==> config.mk <==
export PLATFORM = sky130hd
export DESIGN_NAME = inst_gate_fifo
export DESIGN_NICKNAME = d
export VERILOG_FILES = /design/src/rtl/inst_fifo_pkg.sv /design/src/rtl/inst_credit_ctr.sv /design/src/rtl/inst_gate_fifo_chk.sv /design/src/rtl/inst_gate_fifo.sv
export SDC_FILE = /design/constraint.sdc
export NUM_CORES = 1
export LEC_CHECK = 0
export CORE_ASPECT_RATIO = 1.1
export CORE_MARGIN = 4
export CORE_UTILIZATION = 55
export CTS_BUF_LIST = sky130_fd_sc_hd__clkbuf_4 sky130_fd_sc_hd__clkbuf_8 sky130_fd_sc_hd__clkbuf_16
export DETAILED_ROUTE_END_ITERATION = 8
export PLACE_DENSITY = 0.74
export RECOVER_POWER = 100
export SYNTH_ARGS = -nofsm -noshare
export SYNTH_HDL_FRONTEND = slang
export SYNTH_SLANG_ARGS = --single-unit
export TNS_END_PERCENT = 30
==> constraint.sdc <==
create_clock -name clk -period 11.3 [get_ports clk]
set_clock_uncertainty 0.1 [all_clocks]
set_input_delay 2.26 -clock clk [delete_from_list [all_inputs] [get_ports clk]]
set_output_delay 2.26 -clock clk [all_outputs]
set_load 0.01 [all_outputs]
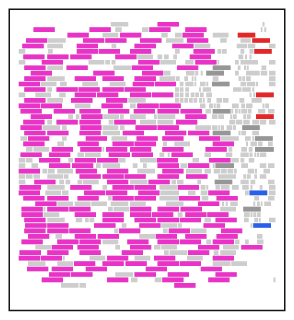
(register map, names as in the netlist)
Scale: 2 px per um.
| signal | colour | flops |
|---|---|---|
| u_credit.credits_o | blue | 2 |
| mem_q | magenta | 224 |
| count | red | 5 |
not coloured: 11
share of the final layout cell area in sequential cells: 63.0%
final core utilization: 63.8%
register cell area after layout: 7180 um2
Seq power: 1.01 mW

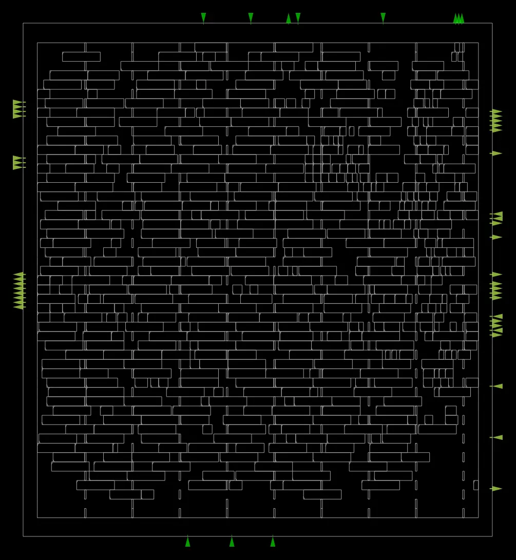
(cell outlines without signal wires)
final standard cell count with taps included and fillers excluded: 832
number of well-tap cells placed: 238
Core Box Area: 17900 um2

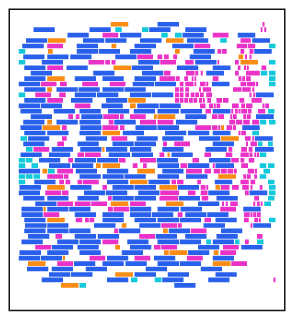
(placement by cell class)
Scale: 2 px per um.
| class | colour | cells |
|---|---|---|
| all other logic | magenta | 258 |
| flip-flops | blue | 242 |
| other buffers and delay cells | cyan | 48 |
| clock drivers and dummy loads | orange | 46 |
num rows: 51
Final Instance Area: 11400 um2

==> summary.txt <==
Notes on the physical implementation.

- Summed over all nets, the switching power comes to about 0.49 mW.
- The worst setup path is launched from a register.
- The number of logged tool warnings is 29, for reference.
- The clock network latency to the later pin of the worst-skew pair is 0.51 ns, for reference.
- The number of setup buffers added after CTS is 0.
- The DRC violation total left in the routed layout is recorded as 0.
- Counting instances in the post-synthesis netlist gives the leading cell types as 224 x edfxtp_1, 51 x mux4_2, 24 x a211oi_1, 24 x mux2i_1, 24 x nor2_1.
- The remaining global-route overflow is 0, for reference.
- The post-synthesis sequential area ratio is 71.3%, for reference.
- TritonCTS built the clock tree.
- Across all setup checks in the final design, the least slack found is around 3.8 ns.
- The antenna cell count is 0, for reference.
- Total global-route track usage over all layers is between 20% and 30%.
- The leakage power in the latest report is 3.74 nW.
- Dividing the final minimum period by the clock period gives 66.4%.
- The signed area change from the synthesized netlist to the final layout is 13.2%, for reference.
- Per the OpenROAD floorplan log, the height of the die is about 150 um.
- The data arrival time of the critical path is between 5 and 6 ns, for reference.
- At the pin with the least slew margin, the transition time is approximately 1.6 ns.
- The clock root buffer master is clkbuf_16, for reference.
- The global placement routability congestion is about 0.73, for reference.
- From left edge to right edge, the die measures approximately 140 um.
- Before CTS, the worst setup slack after placement is about 5.4 ns.
- The remaining number of nets flagged by the antenna check after routing is 0, for reference.
- Setup repair after global routing left no endpoint under its margin.
- Hold is met by 0.506 ns.
- The yosys synthesis warning count is 0, for reference.
- Per the post-CTS timing run, clock transition at the registers of the reported paths is approximately 0.06 ns.
- In this run the tool buffered the top-level ports with 44 buffer cells.
- The clock net sink count is ~240, for reference.
- The flow ran to the end, but the final reports show violations.
- Per the placement report, the placed cell count is ~790.
- Setup violations remaining at the end of the flow were counted as 0.
- The number of cells on the worst reg-to-reg path is 13.
- In this run the mean area of a mapped cell was about 19 um2.
- After detailed routing, the number of vias per cell comes to roughly 6.
- In this build the clock could be raised as far as around 130 MHz.
- The checks that failed: max-capacitance violations, max-slew violations.
- The hold buffer count at cts is 0, for reference.
- The number of primary I/O pins is around 49, for reference.
- The number of cells produced by synthesis is about 530, for reference.
- The final hold violation count recorded for this run is 0.
- The main area contributors are edfxtp_1 67%, mux4_2 11%, dfrtp_1 4.5%.
- The maximum buffer depth of the clock tree is 3, for reference.
- The switching part of the total power is a little under a quarter, for reference.
- The fraction of registers with async set or reset after synthesis is 7.44%, for reference.
- The stat command in Yosys gives a chip area of between 10000 and 15000 um2.
- The number of instances on the worst hold path is 2, for reference.
- The part of the total power dissipated in sequential elements is roughly half, for reference.
- The initial antenna violation count was 1.
- The max-capacitance violation count is 2, for reference.
- The commonest non-fill, non-tap cell in the layout is edfxtp_1, for reference.
- The critical path capture point type is a primary output, for reference.
- In the layout the commonest cells are 224 x edfxtp_1, 51 x mux4_2, 43 x dlygate4sd3_1.
- The startpoint-to-endpoint class of the critical path is register to primary output, for reference.
- The number of CTS-inserted buffers is 25, for reference.
- The violation count after the first detailed-route iteration is around 500, for reference.
- The design draws between 2 and 2.5 mW.
- The register-to-register path setup slack is 5.51 ns, for reference.
- The number of max-slew violations in the final report is 30, for reference.
- In the power breakdown, the internal column shows between 1.5 and 2 mW.
- The post-cts resize count is 0, for reference.
- The placed instances occupy a cell area of approximately 11000 um2.
- Of all cell types, the one taking the most synthesized area is edfxtp_1.
- The post-synth tally of flip-flops with integrated enable is roughly 220, for reference.
- Cells with a size suffix above 1 make up between 15 and 20% of the layout.
- The largest net degree at the start of global routing is a little over 60, for reference.
- The most frequent cell after synthesis is edfxtp_1, for reference.
- Per the detail_route report, the via count comes to about 5000.
- The via count of the first global-routing pass is between 5000 and 6000, for reference.
- The power per standard cell area is around 180 nW/um2, for reference.
- The logic gate share of total power is 14.9%, for reference.
- The worst supply voltage drop on vdd is 0.000128 V, for reference.
- The required time at the worst-slack endpoint is roughly 9 ns, for reference.
- The worst-case headroom to the max-slew limit is -5.00%, for reference.
- The proportion of netlist area held by the largest area contributor is 66.8%, for reference.
- The H-tree level count is 1, for reference.
- The die covers roughly 21000 um2.
- Note, the detailed placer reported a final HPWL of ~12 mm.
- The worst path in the final design needs a cycle of roughly 7.5 ns, including I/O delays and setup.
- The floorplan step records an initial core utilization of 56.4%.
- The flip-flop count of the largest register, all copies and words added is around 220, for reference.
- The routed design shows a wire length per standard cell of ~25 um.
- The length of the first detailed-routing pass in iterations is 5, for reference.
[logic make-up after synthesis]
| kind of cell | count (synthesis) | synth area share (%) |
|---|---|---|
| xor+xnor | 16 | 1.39 |
| buf+inv | 41 | 2.04 |
| simple gates | 93 | 5.36 |
| fa+ha+maj | 9 | 1.19 |
| flops | 242 | 71.3 |
| mux | 86 | 15.6 |
| compound gates | 43 | 3.12 |
| other cells | 1 | 0.0372 |
[power by group through the flow]
stage	Clock (mW)	Sequential, mW	Combinational, mW
after detailed placement	0	1.03	0.329
final	0.762	1.01	0.310
after global placement	0	1.03	0.323
after floorplan	0	1.02	0.224
after CTS	0.775	1.01	0.332
after global routing	0.811	1.02	0.339
[worst max-delay path, cell delays in order (launching register included)]
cell	delay, ns
dfrtp_1	0.77
buf_4	0.82
xor2_1	0.15
nor4_1	0.84
and2_0	1.07
a211oi_1	0.23
dlygate4sd3_1	0.71
[final cells by class]
type,count,area (um2)
Clock buffer,38,723
Clock inverter,8,41.3
Fill cell,1252,6470
Inverter,7,26.3
Multi-Input combinational cell,251,2660
Sequential cell,242,7180
Tap cell,238,298
Timing Repair Buffer,48,470
[per-layer routing]
metal	GRT usage, %	up-vias	wire (um)	part of all wire [%]
met3	3.19	45	1100	5.3
met4	5.84	2	464	2.2
li1	-	2210	-	-
met1	28.7	2644	8430	41
met5	0	-	13	0.063
met2	35.1	166	10700	52
Power and IR drop assume default switching activity.
